`src/rtl/cargador_pkg.sv`:
```
// rtl/cargador_pkg.sv - shared types and default widths for the operand loader and the ALU
package cargador_pkg;

   localparam int ANCHO_DATO_DEF = 8;
   localparam int ANCHO_OP_DEF   = 4;

   typedef enum logic [1:0] {
      CARGA_A,
      CARGA_B,
      CARGA_OP,
      EMITIR
   } estado_carga_t;

   // Opcode encoding understood by the 8-bit ALU
   typedef enum logic [ANCHO_OP_DEF-1:0] {
      OP_SUMA  = 4'h0,
      OP_RESTA = 4'h1,
      OP_AND   = 4'h2,
      OP_OR    = 4'h3,
      OP_XOR   = 4'h4,
      OP_NOT   = 4'h5,
      OP_SHL   = 4'h6,
      OP_SHR   = 4'h7
   } codigo_alu_t;

   // Even parity: the parity bit plus data bits hold an even number of ones
   function automatic logic paridad_par_ok(input logic [ANCHO_DATO_DEF:0] palabra);
      return ~(^palabra);
   endfunction

endpackage

```
`src/rtl/cargador_operandos.sv`:
```
// rtl/cargador_operandos.sv - assembles operand A, operand B and opcode from a byte stream for the ALU
// Optional parity checking on each byte is enabled with CARGADOR_PARIDAD_EN.
module cargador_operandos
   import cargador_pkg::*;
#(
   parameter int ANCHO_DATO = ANCHO_DATO_DEF,
   parameter int ANCHO_OP   = ANCHO_OP_DEF
) (
   input  logic                  clk,
   input  logic                  rst,
`ifdef CARGADOR_PARIDAD_EN
   input  logic [ANCHO_DATO:0]   dato_in,
`else
   input  logic [ANCHO_DATO-1:0] dato_in,
`endif
   input  logic                  dato_valido,
   output logic                  dato_listo,
   output logic [ANCHO_DATO-1:0] operando_a,
   output logic [ANCHO_DATO-1:0] operando_b,
   output logic [ANCHO_OP-1:0]   codigo_op,
   output logic                  inicio,
   input  logic                  alu_ack,
   output logic                  ocupado
`ifdef CARGADOR_PARIDAD_EN
   ,
   output logic                  error_paridad
`endif
);

   estado_carga_t estado;
   logic          transferencia;
   logic          paridad_ok;

   // Handshake outputs depend on state only, so no path from dato_valido or alu_ack
   assign dato_listo    = (estado != EMITIR);
   assign inicio        = (estado == EMITIR);
   assign ocupado       = (estado != CARGA_A);
   assign transferencia = dato_valido && dato_listo;

`ifdef CARGADOR_PARIDAD_EN
   assign paridad_ok = ~(^dato_in);
`else
   assign paridad_ok = 1'b1;
`endif

   always_ff @(posedge clk) begin
      if (rst) begin
         estado     <= CARGA_A;
         operando_a <= '0;
         operando_b <= '0;
         codigo_op  <= '0;
`ifdef CARGADOR_PARIDAD_EN
         error_paridad <= 1'b0;
`endif
      end else begin
`ifdef CARGADOR_PARIDAD_EN
         error_paridad <= transferencia && !paridad_ok;
`endif
         if (transferencia && !paridad_ok) begin
            // A corrupted byte throws away whatever part of the triple was loaded
            estado <= CARGA_A;
         end else begin
            case (estado)
               CARGA_A: begin
                  if (transferencia) begin
                     operando_a <= dato_in[ANCHO_DATO-1:0];
                     estado     <= CARGA_B;
                  end
               end
               CARGA_B: begin
                  if (transferencia) begin
                     operando_b <= dato_in[ANCHO_DATO-1:0];
                     estado     <= CARGA_OP;
                  end
               end
               CARGA_OP: begin
                  if (transferencia) begin
                     codigo_op <= dato_in[ANCHO_OP-1:0];
                     estado    <= EMITIR;
                  end
               end
               EMITIR: begin
                  if (alu_ack) begin
                     estado <= CARGA_A;
                  end
               end
               default: estado <= CARGA_A;
            endcase
         end
      end
   end

endmodule

```
`config.mk`:
```
export PLATFORM = sky130hd
export DESIGN_NAME = cargador_operandos
export DESIGN_NICKNAME = d
export VERILOG_FILES = /design/src/rtl/cargador_pkg.sv /design/src/rtl/cargador_operandos.sv
export SDC_FILE = /design/constraint.sdc
export NUM_CORES = 1
export LEC_CHECK = 0
export ABC_AREA = 1
export CAP_MARGIN = 40
export CORE_ASPECT_RATIO = 1.2
export CORE_MARGIN = 2
export CORE_UTILIZATION = 38
export CTS_CLUSTER_SIZE = 12
export DETAILED_ROUTE_END_ITERATION = 7
export GPL_TIMING_DRIVEN = 0
export PLACE_DENSITY = 0.8
export SYNTH_ARGS = -nofsm -noshare
export SYNTH_HDL_FRONTEND = slang
export SYNTH_SLANG_ARGS = --single-unit
export TNS_END_PERCENT = 30
```
`constraint.sdc`:
```
create_clock -name clk -period 1.25 [get_ports clk]
set_input_delay 0.25 -clock clk [delete_from_list [all_inputs] [get_ports clk]]
set_output_delay 0.25 -clock clk [all_outputs]
set_load 0.02 [all_outputs]
```
==> run summary, run 1 <==
yosys + openroad results -> Layout Nets 177, chip area in the Yosys report 940 µm², Top cells excl fill/tap nand2_1, nand3_1, dfxtp_1, leading area contributor after synthesis dfxtp_1, slew margin rel. 0.630, failing checks negative setup slack, Final WS setup -168 ps, final wirelength 2610 µm, Post-Synthesis Cells 116, reg2reg path depth 7, dpl hpwl 1740 µm, Worst Setup SP estado[0]$_SDFFE_PP0P_, die height 58.5 µm, outcome finished with violations, number of buffers added on ports 34, CP Max Fanout 4, placed cell area 1320 µm², fp_density 0.403, final-layout clock-cell area share 0.0356, Logic inverters 7, Netlist Area Pre-Place 940 µm², ys cells 116, most numerous logic cell after layout nand2_1, H-tree depth 1, largest cell class by area logic gates, count of final setup violators 7, vias in the first global route 877, adder share 0.0666, Comb area share 0.330, dpl ws -492 ps
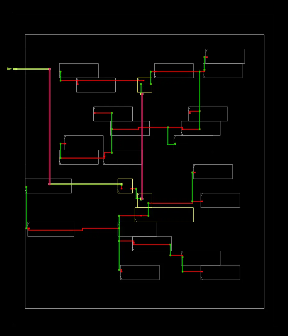
Figure 1: run 1, clock wiring as the flow saved it.
cts bufs inserted: 3
Seq cells: 22
Clock net power: 543 µW
clk_lat worst skew: 310 ps
CTS Sinks: 22

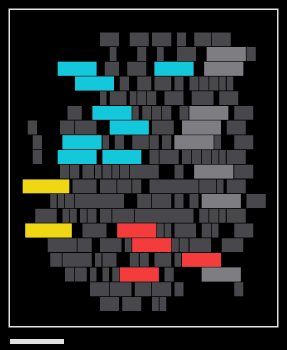
Figure 2: run 1, sequential cells grouped by signal name.
Bar = 10 µm. Other sequential cells in the stronger gray, the rest of the logic in the fainter gray.
legend:
  cyan:
    name_in_the_netlist: `operando_b`
    sequential_cells: 8
  yellow:
    name_in_the_netlist: `estado`
    sequential_cells: 2
  red:
    name_in_the_netlist: `codigo_op`
    sequential_cells: 4
    where: bottom center
not colored: 8
Seq/total area: 0.304
Sequential Area: 448 µm²
final core utilization: 0.633

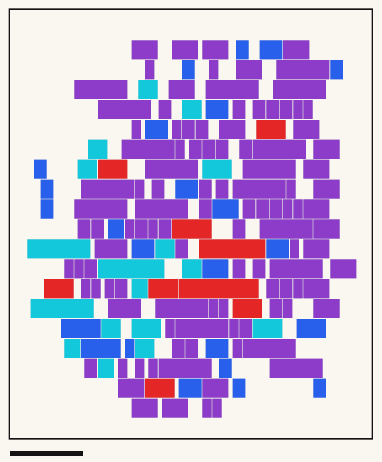
Figure 3: run 1, sizing map.
Bar = 10 µm.
legend:
  red:
    size: drive 6 and up
    cells: 9
  blue:
    size: drive 2
    cells: 24
  purple:
    size: drive 1 or less
    cells: 109
  cyan:
    size: drive 3 to 4
    cells: 17
Final WS setup: -168 ps
area grow syn2layout: 57.0%

==> run 2, diff against run 1 <==
--- a/config.mk
+++ b/config.mk
@@ -14,6 +14,7 @@
 export DETAILED_ROUTE_END_ITERATION = 7
 export GPL_TIMING_DRIVEN = 0
 export PLACE_DENSITY = 0.8
+export SKIP_LAST_GASP = 1
 export SYNTH_ARGS = -nofsm -noshare
 export SYNTH_HDL_FRONTEND = slang
 export SYNTH_SLANG_ARGS = --single-unit
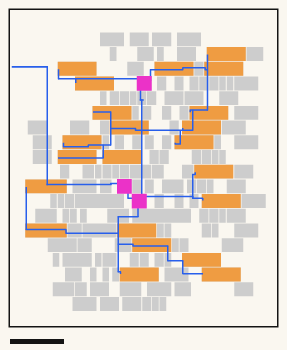
Figure 4: run 2, clock network drawn from the DEF.
Bar = 10 µm.
legend:
  orange:
    item: flip-flops
    count: 22
  blue:
    item: clock wires
    length: 248 µm
  magenta:
    item: cells driving clock nets
    count: 3
routed clock nets: 4

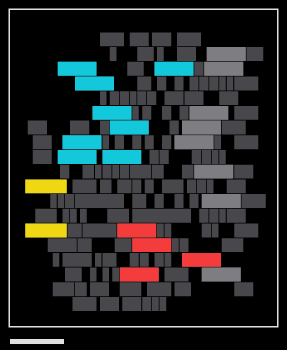
Figure 5: run 2, sequential cells grouped by signal name.
Bar = 10 µm. Other sequential cells in the stronger gray, the rest of the logic in the fainter gray.
legend:
  yellow:
    name_in_the_netlist: `estado`
    sequential_cells: 2
  cyan:
    name_in_the_netlist: `operando_b`
    sequential_cells: 8
  red:
    name_in_the_netlist: `codigo_op`
    sequential_cells: 4
    where: bottom center
final core utilization: 0.619
Seq/total area: 0.307
Sequential Area: 443 µm²

==> run 2 against run 1 <==
  * The flow still finishes with violations (negative setup slack)
  * Register-to-register slack about the same
  * Power down 2.6%
  * Design area down 2.2%
  * Routed wire length down 6.7%
  * Final cell count down 2.6%
  * Count of clock-buffer cells in the layout unchanged
==> run summary, run 2 <==
yosys + openroad results -> cts bufs inserted 3 (unchanged), Max-area cell share 0.469 (unchanged), H-tree depth 1 (unchanged), layout cells sized above 1 0.195 (was 0.314), largest cell class by area logic gates (unchanged), clk_lat worst skew 310 ps (about the same), chip area in the Yosys report 940 µm² (unchanged), Logic inverters 7 (unchanged), FF-to-FF Start estado[1]$_SDFFE_PP0P_ (unchanged), Comb area share 0.323 (was 0.330), fp_density 0.403 (unchanged), antenna violations before repair 0 (unchanged), CP Capture Point dato_listo (was ocupado), most numerous logic cell after layout nand2_1 (unchanged), area grow syn2layout 53.5% (was 57.0%), Netlist Area Pre-Place 940 µm² (unchanged), Hold-fix buffers, CTS 0 (unchanged), reg2reg path depth 8 (was 7), tap cells 31 (unchanged), final wirelength 2430 µm (was 2610 µm), Basic Gates by Area 0.262 (unchanged), adder share 0.0666 (unchanged), Seq cells 22 (unchanged), dpl ws -492 ps (unchanged), CTS Sinks 22 (unchanged), Synth async-reset ratio 0 (unchanged), dpl hpwl 1740 µm (unchanged), leading area contributor after synthesis dfxtp_1 (unchanged), drt wl/cell 13.1 µm (was 13.7 µm), slew margin rel. 0.716 (was 0.630), outcome finished with violations (unchanged), count of final setup violators 25 (was 7), CTS tree yes (unchanged), Post-Synthesis Cells 116 (unchanged), die height 58.5 µm (unchanged), failing checks negative setup slack (unchanged), Layout Nets 172 (was 177), Top cells excl fill/tap nand2_1, nand3_1, a21oi_1 (was nand2_1, nand3_1, dfxtp_1), number of buffers added on ports 34 (unchanged), placed cell area 1320 µm² (unchanged), Final WS setup -194 ps (was -168 ps), Routed Antenna Nets 0 (unchanged), vias in the first global route 877 (unchanged), routed metal-1 wirelength 1030 µm (was 1040 µm), CP Max Fanout 3 (was 4), ys cells 116 (unchanged)
==> run 3, diff against run 2 <==
--- a/config.mk
+++ b/config.mk
@@ -8,7 +8,6 @@
 export ABC_AREA = 1
 export CAP_MARGIN = 40
 export CORE_ASPECT_RATIO = 1.2
-export CORE_MARGIN = 2
 export CORE_UTILIZATION = 38
 export CTS_CLUSTER_SIZE = 12
 export DETAILED_ROUTE_END_ITERATION = 7
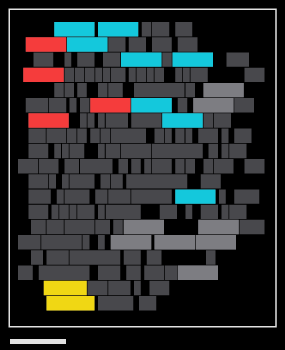
Figure 6: run 3, sequential cells grouped by signal name.
Bar = 10 µm. Other sequential cells in the stronger gray, the rest of the logic in the fainter gray.
legend:
  red:
    name_in_the_netlist: `codigo_op`
    sequential_cells: 4
    where: upper left
  cyan:
    name_in_the_netlist: `operando_b`
    sequential_cells: 8
    where: top center
  yellow:
    name_in_the_netlist: `estado`
    sequential_cells: 2
not colored: 8
final core utilization: 0.715
Seq/total area: 0.270

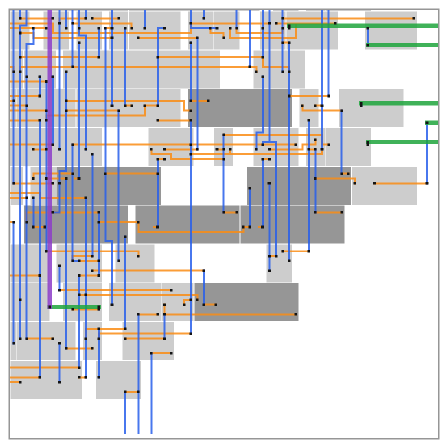
Figure 7: run 3, a small window of the routed layout.
Window x 17 to 47, y 0 to 30 µm. Cells in gray, sequential cells in the stronger gray; small squares are vias.
legend:
  green:
    layer: met3
  orange:
    layer: met1
  blue:
    layer: met2
  purple:
    layer: met4
cells with their middle in the window: 44
netlist names of flops here include: `operando_a` (6), `operando_b` (1)
sequential cells in the window: 7
most frequent: dfxtp_1 (7), nand2_1 (5)

==> run 3 against run 2 <==
  * The flow still finishes with violations (negative setup slack)
  * Clock skew down 4.4 ps
  * Routed wire length grew 7.3%
  * Combinational power up 26%
  * Count of clock-buffer cells in the layout unchanged
  * Die area is 7.3% lower
  * Clock power is 1% higher
  * Sequential share of layout area down 3.7 points
  * Design area grew 14%
  * Final cell count grew 4.9%
  * Synthesized cell count did not move
  * Flip-flop count unchanged
==> run summary, run 3 <==
yosys + openroad results -> Netlist Area Pre-Place 940 µm² (unchanged), area grow syn2layout 75.4% (was 53.5%), Hold-fix buffers, CTS 0 (unchanged), Post-Synthesis Cells 116 (unchanged), failing checks negative setup slack (unchanged), Final WS setup -263 ps (was -194 ps), adder share 0.0666 (unchanged), die height 56.5 µm (was 58.5 µm), dpl ws -460 ps (was -492 ps), final wirelength 2610 µm (was 2430 µm), slew margin rel. 0.630 (was 0.716), largest cell class by area logic gates (unchanged), most numerous logic cell after layout nand2_1 (unchanged), reg2reg path depth 8 (unchanged), number of buffers added on ports 34 (unchanged), placed cell area 1320 µm² (unchanged), clk_lat worst skew 320 ps (was 310 ps), layout cells sized above 1 0.319 (was 0.195), tap cells 31 (unchanged), drt wl/cell 13.4 µm (was 13.1 µm), cts bufs inserted 3 (unchanged), Sequential Area 445 µm² (was 443 µm²), Seq cells 22 (unchanged), Basic Gates by Area 0.262 (unchanged), count of final setup violators 31 (was 25), CTS Sinks 22 (unchanged), CP Capture Point ocupado (was dato_listo), Layout Nets 181 (was 172), Routed Antenna Nets 0 (unchanged), leading area contributor after synthesis dfxtp_1 (unchanged), ys cells 116 (unchanged), Synth async-reset ratio 0 (unchanged), outcome finished with violations (unchanged), fp_density 0.407 (was 0.403)
Power is estimated from default activity; no workload was simulated.
